Run 1, cell sizes after repair:
Scale bar: 20 um.
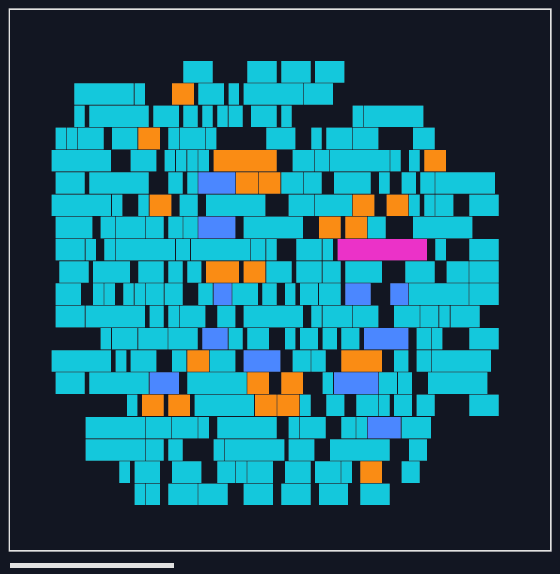
Run 1, routed metal, one colour a layer:
Scale bar: 20 um.
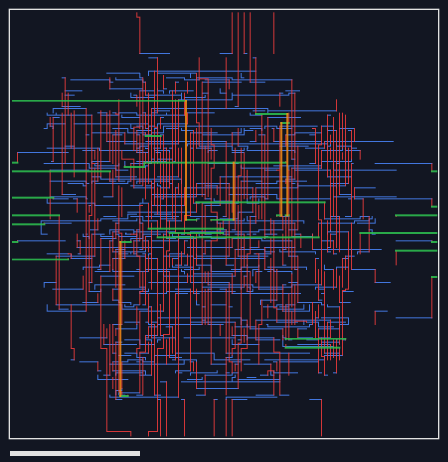
Run 1, the clock network:
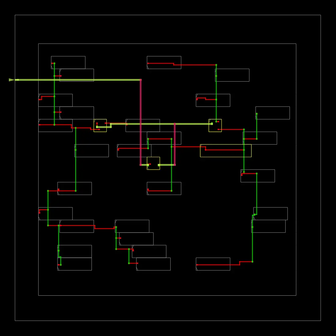
--- config.mk ---
export PLATFORM = sky130hd
export DESIGN_NAME = motor_pwm_driver
export DESIGN_NICKNAME = d
export VERILOG_FILES = /design/src/rtl/motor_pwm_driver.sv
export SDC_FILE = /design/constraint.sdc
export NUM_CORES = 1
export LEC_CHECK = 0
export CAP_MARGIN = 20
export CORE_MARGIN = 5
export CORE_UTILIZATION = 52
export CTS_CLUSTER_DIAMETER = 200
export DETAILED_ROUTE_END_ITERATION = 8
export HOLD_SLACK_MARGIN = 0.12
export PLACE_DENSITY = 0.85
export SLEW_MARGIN = 20
export SYNTH_ARGS = -nofsm -noshare
export SYNTH_HDL_FRONTEND = slang
export SYNTH_SLANG_ARGS = --single-unit
--- constraint.sdc ---
create_clock -name clk -period 2.4 [get_ports clk]
set_input_delay 0.48 -clock clk [delete_from_list [all_inputs] [get_ports clk]]
set_output_delay 0.48 -clock clk [all_outputs]
set_load 0.03 [all_outputs]
--- src/rtl/motor_pwm_driver.sv ---
// -----------------------------------------------------------------------------
// motor_pwm_driver
//
// Servo PWM driver for one wheel. It owns the period timebase, samples the
// controller's motor command once per period (in the last cycle) and drives
// one servo pulse per period at the start of that period. Because commands
// are only taken at the period boundary, a command change can never cut a
// pulse short or stretch it.
//
// Ports:
//   clk                system clock
//   reset              synchronous, active-high reset
//   i_motor_reset      1 = no pulse in the next period
//   i_motor_direction  1 = PULSE_FWD, 0 = PULSE_REV (before INVERT_DIR)
//   o_pwm              registered servo drive signal
//   o_count_out        current period counter value
//   o_period_start     one-cycle strobe at count 0, never while in IDLE
//   o_active           1 while the current period carries a latched run command
//   o_dbg_state        FSM state (0 = IDLE, 1 = HIGH, 2 = LOW)
//
// Handshake: there is none. The command inputs are level signals with no
// valid/ready pair; they are sampled only in the cycle where the counter is
// at PERIOD_CYCLES-1, and their value in any other cycle is ignored.
// -----------------------------------------------------------------------------
module motor_pwm_driver #(
  parameter int CNT_W         = 21,
  parameter int PERIOD_CYCLES = 2000000,
  parameter int PULSE_FWD     = 200000,
  parameter int PULSE_REV     = 100000,
  parameter int INVERT_DIR    = 0
) (
  input  logic             clk,
  input  logic             reset,
  input  logic             i_motor_reset,
  input  logic             i_motor_direction,
  output logic             o_pwm,
  output logic [CNT_W-1:0] o_count_out,
  output logic             o_period_start,
  output logic             o_active,
  output logic [1:0]       o_dbg_state
);

  // Elaboration-time sanity on the timing parameters.
  if (!(PULSE_REV > 0 && PULSE_FWD > 0 &&
        PULSE_REV < PERIOD_CYCLES && PULSE_FWD < PERIOD_CYCLES &&
        64'(PERIOD_CYCLES) <= (64'd1 << CNT_W))) begin : g_param_check
    $error("motor_pwm_driver: illegal PERIOD_CYCLES/PULSE_FWD/PULSE_REV/CNT_W combination");
  end

  localparam logic [CNT_W-1:0] LP_LAST = CNT_W'(PERIOD_CYCLES - 1);
  localparam logic [CNT_W-1:0] LP_FWD  = CNT_W'(PULSE_FWD);
  localparam logic [CNT_W-1:0] LP_REV  = CNT_W'(PULSE_REV);
  localparam logic             LP_INV  = (INVERT_DIR != 0);

  typedef enum logic [1:0] {
    S_IDLE = 2'd0,
    S_HIGH = 2'd1,
    S_LOW  = 2'd2
  } state_t;

  state_t           r_state;
  state_t           w_next_state;
  logic [CNT_W-1:0] r_cnt;
  logic [CNT_W-1:0] r_width;
  logic             r_run;
  logic             r_pwm;

  logic             w_wrap;
  logic             w_run;
  logic             w_dir_eff;
  logic [CNT_W-1:0] w_width;
  logic [CNT_W-1:0] w_width_last;

  // Sample point is the last cycle of the period; the sample is loaded on the
  // wrap edge so it governs the whole of the following period.
  assign w_wrap       = (r_cnt == LP_LAST);
  assign w_run        = ~i_motor_reset;
  assign w_dir_eff    = i_motor_direction ^ LP_INV;
  assign w_width      = w_dir_eff ? LP_FWD : LP_REV;
  // Latched width is never 0 outside IDLE, so this cannot underflow where used.
  assign w_width_last = r_width - 1'b1;

  always_ff @(posedge clk) begin
    if (reset) begin
      r_cnt   <= '0;
      r_state <= S_IDLE;
      r_pwm   <= 1'b0;
      r_run   <= 1'b0;
      r_width <= '0;
    end else begin
      r_cnt   <= w_wrap ? '0 : r_cnt + 1'b1;
      r_state <= w_next_state;
      // pwm follows the next state on the same edge as the counter, so its
      // value in the cycle with count k matches the state in that cycle.
      r_pwm   <= (w_next_state == S_HIGH);
      if (w_wrap) begin
        r_run   <= w_run;
        r_width <= w_width;
      end
    end
  end

  always_comb begin
    w_next_state = r_state;
    case (r_state)
      S_IDLE: begin
        if (w_wrap) begin
          w_next_state = w_run ? S_HIGH : S_LOW;
        end
      end
      S_HIGH: begin
        // Width is always below the period, so HIGH ends before the wrap.
        if (r_cnt == w_width_last) begin
          w_next_state = S_LOW;
        end
      end
      S_LOW: begin
        if (w_wrap && w_run) begin
          w_next_state = S_HIGH;
        end
      end
      default: w_next_state = S_IDLE;
    endcase
  end

  assign o_pwm          = r_pwm;
  assign o_count_out    = r_cnt;
  assign o_period_start = (r_cnt == '0) && (r_state != S_IDLE);
  assign o_active       = r_run && (r_state != S_IDLE);
  assign o_dbg_state    = r_state;

endmodule

==> flow_summary.toml, run 1 <==
# flow metrics
[die]
rows = 20
coreArea_um2 = 3030
fp.dieW_um = 66.0

[pwr]
internal_power_uw = 660
power_uw = 842
powerComb_uw = 49.6

[placed_design]
routabilityCongestion = 0.851

[synthesis]
most_common_cell = "nor2_1"
ys_top_cells_by_area = "dfxtp_1 (34%), nor2_1 (7.4%), xnor2_1 (6.4%)"
edf_count = 0
top_area_cell = "dfxtp_1"
syn_area_um2 = 1630
ys_chip_area_um2 = 1630
ys_types = 48

[worst_setup_path]
worstRegToRegCells = 7
cp_cell_sequence = "nor4_4, nand2_2, nor3_1, dlygate4sd2_1"
startpoint_type = "flip-flop"
crit_path_end_kind = "output port"
critPathTopFamily = "simple AND/OR/NAND/NOR gates"

[layout]
register_area_um2 = 561
fillers = 250

[detailed_routing]
route.antenna.remaining_nets = 0
routed.top_layer = "met4"
dr.pass1.iters = 4
drt-initial-drc-count = 125

[timing]
maxSlewHeadroom_pct = 60.3
setup_tns_ns = 0
hold_viol = 0
finalCritPeriodShare_pct = 94.5

[min_path]
hold_class = "reg2reg"

[global_routing]
grt_antenna_before_repair = 0
grt_start_max_net_pins = 17

[clocking]
cts_root_buf = "clkbuf_4"
clock_path_buffers = 2

[outcome]
status = "finished, final reports clean"
Back to the opening pictures, 'cell sizes after repair':
Cyan marks x1 and smaller, cells 203. Blue marks x2, cells 11. Orange marks x3 and x4, cells 22. Magenta marks x6 and larger, cells 1.
final instance area: 2110 um2
non-clock buffer count: 45
Setup WS post-layout: 0.132 ns
area grow syn2layout: 29.4%

Back to the opening pictures, 'routed metal, one colour a layer':
Blue marks M1, wire length 1820 um. Red marks M2, wire length 2010 um. Green marks M3, wire length 221 um. Orange marks M4, wire length 80.9 um.
drt total wl: 4.14 mm
wire per inst: 14.7 um
total track usage: 20.5%
via count: 1559

Back to the opening pictures, 'the clock network':
clk sinks: 28
insertion delay at the late pin of the worst-skew pair: 0.34 ns
clock skew: 0.0127 ns
Seq cells: 28

## run 1: how the worst max path moves through the flow
stage	end	depth (start not counted)	startpoint	slack [ns]
finish	o_period_start	4	o_count_out[9]	0.13
global route	o_period_start	4	o_count_out[3]	0.03
CTS	o_period_start	4	o_count_out[9]	0.13
detailed placement	o_pwm	7	r_width[11]	0.23
global placement	o_pwm	7	r_width[11]	0.23
floorplan	o_period_start	4	o_count_out[7]	0.28
## run 1: cell type report
cell class / instances / share of cell area (%)
Timing Repair Buffer: 45 / 19.4
Inverter: 9 / 1.60
Clock inverter: 1 / 1.42
Sequential cell: 28 / 26.5
Clock buffer: 3 / 1.07
Tap cell: 44 / 2.61
Multi-Input combinational cell: 151 / 47.4
Run 1, I/O nets highlighted:
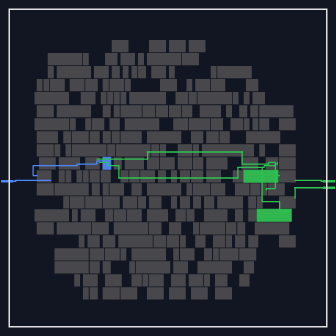

==> run 1 -> run 2 <==
--- a/config.mk
+++ b/config.mk
@@ -8,10 +8,10 @@
 export CAP_MARGIN = 20
 export CORE_MARGIN = 5
 export CORE_UTILIZATION = 52
-export CTS_CLUSTER_DIAMETER = 200
 export DETAILED_ROUTE_END_ITERATION = 8
 export HOLD_SLACK_MARGIN = 0.12
 export PLACE_DENSITY = 0.85
+export SETUP_SLACK_MARGIN = 0.3
 export SLEW_MARGIN = 20
 export SYNTH_ARGS = -nofsm -noshare
 export SYNTH_HDL_FRONTEND = slang
Run 2, I/O nets highlighted:
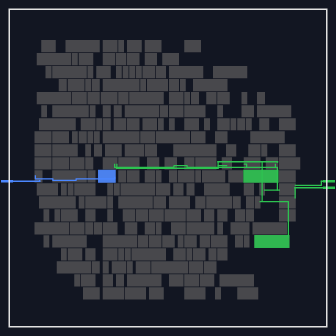
Blue marks o_period_start, bits 1, direction output, end cells 1, buffers 1, wire 24.2 um. Green marks o_dbg_state, bits 2, direction output, end cells 2, buffers 2, wire 120 um.
port buffer count: 29
I/O Pins: 30

==> flow_summary.toml, run 2 <==
# flow metrics
[outcome]
status = "finished, final reports clean"

[layout]
fillers = 234
num-nonclk-buffers = 46
layout.non_clock_inverters = 9
multiInputCombCellCount = 151
final_area_um2 = 2170
nonClkBufAreaFrac_pct = 20.0
clock_cell_area_share_pct = 1.04

[detailed_routing]
route.antenna.remaining_nets = 0
wl_per_cell_um = 15.2
dr.pass1.iters = 4
routed.top_layer = "met4"
dr_total_vias = 1547

[die]
fp.dieW_um = 66.0
nWellTaps = 44

[synthesis]
ys_top_cells_by_area = "dfxtp_1 (34%), nor2_1 (7.4%), xnor2_1 (6.4%)"
ys_chip_area_um2 = 1630

[worst_setup_path]
crit_path_end_kind = "output port"
startpoint_type = "flip-flop"

[placed_design]
routabilityCongestion = 0.885

[min_path]
hold_class = "reg2reg"

[clocking]
cts.sink_count = 28

[pwr]
power_uw = 718

[timing]
setup_tns_ns = 0
Run 2, the clock network:
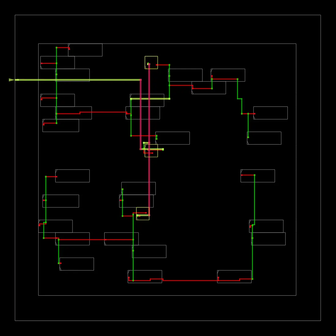
total CTS buffers: 3
CLK BUF: 3
clock skew: 0.00139 ns

## run 2: power groups by stage
stage	logic [uW]	registers (uW)	clock network, uW
after global placement	47.0	484	0
after CTS	48.3	474	203
after global routing	53.2	476	217
final	49.1	475	194
after floorplan	18.2	491	0
after detailed placement	47.6	484	0
## run 2: worst max-delay path, delay by kind of cell (launching register included)
family	cells	cell delay, ns
buffers and inverters	1	0.22
flip-flops	1	0.40
AND/OR/NAND/NOR	3	0.67
## run 2: timing repair
| item | CTS | global route |
|---|---|---|
| gates resized | 10 | 23 |
| pin swaps | 1 | 1 |
| setup endpoints to repair | 4 | 32 |
| gates cloned | 0 | 0 |
| buffers inserted | 0 | 4 |
| hold buffers | 0 | 0 |
No activity file was given, so power comes from the tool's default toggle rates.
